Fig. 1: clock nets
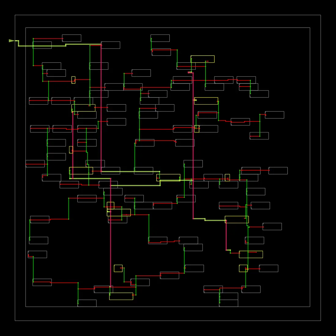
Fig. 2: gate families picked out
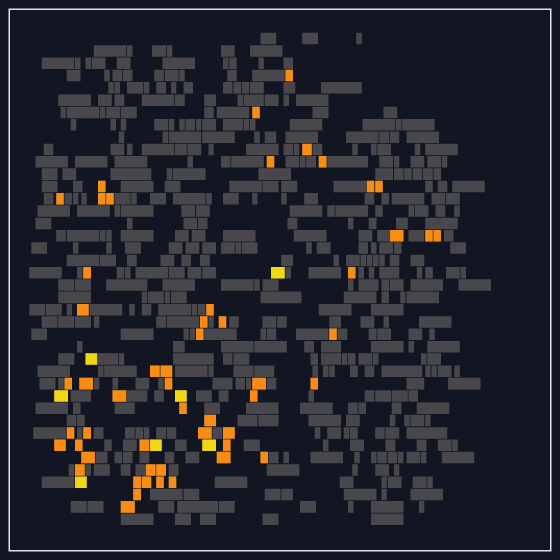
Fig. 3: I/O nets highlighted
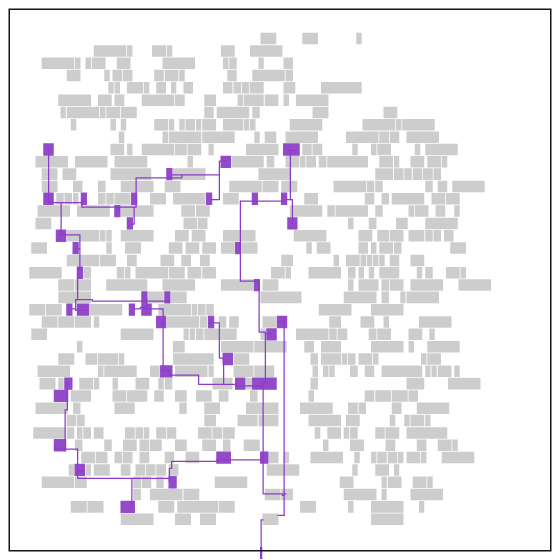
Design reel_judge, sky130hd; sources not shown.
==> results.txt <==
Main metrics from the flow reports.

The flow ran to the end, and the final reports show no timing, DRC or antenna violations. The total area inside the core boundary comes to 12060 um2. The chip area in the Yosys report came out at 4327 um2.

Pins over their slew limit in the final report were tallied at 0. The initial detailed-routing violation count came out at 127. In this run the full chip footprint comes out at 14210 um2. The required time reported for the critical path endpoint came out at 3.38 ns. The total power after layout came out at 2.854 mW. The clock net sink count is 87. The hold-fix buffer count after cts came out at 0.

The number of hold violations in the final report came out at 0. Of the cells placed in the final design, the portion with a size suffix greater than 1 is 0.03781. Of the total power, combinational logic draws 0.239. Static timing analysis puts the maximum clock frequency at 0.3351 GHz. The count of nets left with antenna violations after detail routing came out at 0. The switching portion of total power comes to 0.3115. The min-delay analysis places its worst path in the category reg2reg. The number of failing setup endpoints in the final timing report came out at 0. Entering global routing, the biggest net connects 42 pins. The post-synthesis async set-or-reset flop share came out at 0. The synthesized instance count is 502. The area growth from synthesis to layout is 15.91%. The worst hold path cell count came out at 2. The headroom to the max-slew limit came out at 0.5069.

According to the floorplan report, the die width is 119.2 um. The via-per-instance ratio came out at 4.900. Per STA, the highest per-stage delay on the worst path measures 0.86 ns.

At the end of the flow, the number of nets in the layout was 555. The internal reg-to-reg setup slack is 0.28 ns. The minimum setup slack after placement came out at 0.2791 ns. The number of antenna violations at the first check in global routing is 0. By instance count after routing, the leading logic cell types are 87 x sky130_fd_sc_hd__dfxtp_1, 81 x sky130_fd_sc_hd__nor2_1, 36 x sky130_fd_sc_hd__xnor2_1. Per the post-synthesis report, the nets total 533. The minimum hold slack is 0.3636 ns.

The number of fill cells is 1245. The placed wire-length estimate is 6331 um. The yosys synthesis warning count came out at 0. The post-synthesis average cell area is 8.619 um2. CTS reports a maximum clock tree buffer depth of 2. Looking at the cell usage after synthesis, the top flip-flop cell is sky130_fd_sc_hd__dfxtp_1. The pin slew with the least headroom to its limit came out at 0.7375 ns. The number of cells in Yosys stat came out at 502. Per the detail_route report, routed wire per instance is 12.90 um. The routed design has 8994 um of wire. The proportion of power drawn by the clock network is 0.328. Setup slack closes at 0.2758 ns. The switching power total is 0.8891 mW. The global routing usage on met3 came out at 0.03039. The number of antenna diodes is 0. In the synthesized netlist, the cells that appear most often are 87 x sky130_fd_sc_hd__dfxtp_1, 81 x sky130_fd_sc_hd__nor2_1, 36 x sky130_fd_sc_hd__xnor2_1. The critical path goes through or4b_1 -> or4_1 -> or4_1 -> mux2i_1 -> nor2_1. Per the skew report, the later register of the worst-skew pair sees a clock latency of 0.34 ns. The minimum clock period after layout came out at 2.984 ns. Max-cap violations in this run came to 0. The nature of the critical path endpoint is a flop. The final worst-path cycle share is 0.9154. The via count of the first global-routing pass is 3338. The met2 track utilization from global routing came out at 0.2035. STA shows the worst reg2reg path with a cell count of 5. The sequential fraction of the synthesis area came out at 0.4025.

The maximum resistive drop on vdd came out at 0.3884 mV. The data arrival at the endpoint of the critical path came out at 3.10 ns. STA classifies the critical path startpoint as a flop.

The post-synthesis instance area came out at 4327 um2. The OpenROAD warning count came out at 34. The sequential share of power is 0.432. The number of iterations in the first detailed-routing pass is 4.

Looking at the critical path, the single cell with the biggest stage delay is sky130_fd_sc_hd__or4_1. The area share of the leading cell type in the synthesized netlist came out at 0.4025. The buffer type at the clock tree root is sky130_fd_sc_hd__clkbuf_16. CTS built an H-tree with a depth of 3. The power per standard cell area is 569.2 nW/um2. The first-pass GRT wire length is 16020 um. The peak fanout along the critical path is 12. TritonCTS built the clock tree. Among the stages of the critical path, the cell type that occurs most often is sky130_fd_sc_hd__or4_1. Setup repair after global routing left no endpoint under its margin.

The routed layout has 3415 vias. The cell type that accounts for the most area after synthesis is sky130_fd_sc_hd__dfxtp_1. The met1 track demand over resource in global routing is 0.1864.

The global routing stage identified its most utilized layer as met2. After routing, the total negative slack on setup checks comes to 0 ns. The total global-route track usage is 0.1359. Per the synth log, the flip-flop and latch total comes to 87. After synthesis, the netlist uses 53 different library cells.

The main area contributors are sky130_fd_sc_hd__dfxtp_1 40%, sky130_fd_sc_hd__xnor2_1 7.3%, sky130_fd_sc_hd__nor2_1 7.0%. In this run the vertical extent of the chip is 119.2 um. The analysis attributes to cell leakage a power of 1.770 nW. The routed layout reports a DRC error count of 0. The clock transition at the register clock pins on the worst setup and hold paths after CTS came out at 0.06 ns. In this run, synthesis inferred 0 flip-flops with an integrated enable. The most numerous cell in the Yosys netlist is sky130_fd_sc_hd__dfxtp_1.

The worst setup path is of the reg2reg kind. The initial cell density of the core came out at 0.3587. Recorded from the global router log, the overflow total was 0.

Internal power comes to 1.965 mW. The placement row count came out at 40. The count of instances resized after the clock tree is built is 0.

The post-CTS repair timing setup buffer count came out at 0.
About Fig. 1:
clock-net power: 0.938 mW
layout sequential cell count: 87
cts bufs inserted: 9

About Fig. 2:
family	color	cells	most used
inverting AOI/OAI gates	orange	53	a21oi_1
AND-OR and OR-AND gates	yellow	7	a21o_1
leading cell type in the layout, fill and taps excluded: sky130_fd_sc_hd__dfxtp_1
non-filler instance count after layout: 697
proportion of cell area occupied by multi-input gates: 0.4805

About Fig. 3:
port	color	bits	direction	end cells	buffers	wire
rst	purple	1	input	42	2	440 um
Port Buffers: 28
I/O pin total: 30

[kinds of logic after synthesis]
| kind of cell | Yosys count | share of synthesized area |
|---|---|---|
| buffers and inverters | 42 | 0.04048 |
| other | 1 | 0.0008667 |
| multiplexers | 17 | 0.03933 |
| adder cells (fa/ha/maj) | 16 | 0.04800 |
| AND-OR/OR-AND | 60 | 0.08618 |
| AND/OR/NAND/NOR | 222 | 0.2672 |
| flip-flops | 87 | 0.4025 |
| XOR/XNOR | 57 | 0.1154 |
[critical path: cells and delay by family, from the launching register on]
kind             cells  cell delay [ns]
and+or+nand+nor      4             2.12
muxes                1             0.28
DFF                  1             0.36
[per-layer routing]
layer | share of wire | up-vias
met5 | 0 | -
met4 | 0.021 | 0
met3 | 0.027 | 14
met2 | 0.44 | 29
met1 | 0.51 | 1597
li1 | - | 1775
[layout make-up]
cell class / count / area, um2 / share of cell area
sequential: 87 / 1742 / 0.3473
tap: 168 / 210.2 / 0.04192
multi-input combinational: 373 / 2410 / 0.4805
clock buffer: 11 / 232.7 / 0.04641
timing repair buffer: 31 / 302.8 / 0.06038
clock inverter: 5 / 35.03 / 0.006986
inverter: 22 / 82.58 / 0.01647
[through the flow]
step,util,area (um2),cells
6_report,0.4158,5015,697
5_1_grt,0.4158,5015,697
4_1_cts,0.4158,5015,697
3_5_place_dp,0.3936,4747,681
3_3_place_gp,0.3936,4747,681
2_1_floorplan,-,4327,502
[power groups by stage]
stage / Clock [mW] / Sequential, mW / Combinational [mW]
6_report: 0.938 / 1.23 / 0.683
5_1_grt: 1.02 / 1.25 / 0.762
4_1_cts: 0.983 / 1.23 / 0.688
3_5_place_dp: 0 / 1.26 / 0.683
3_3_place_gp: 0 / 1.25 / 0.677
2_1_floorplan: 0 / 1.23 / 0.471
Power figures rest on the tool's default switching activity, not on a simulated workload.
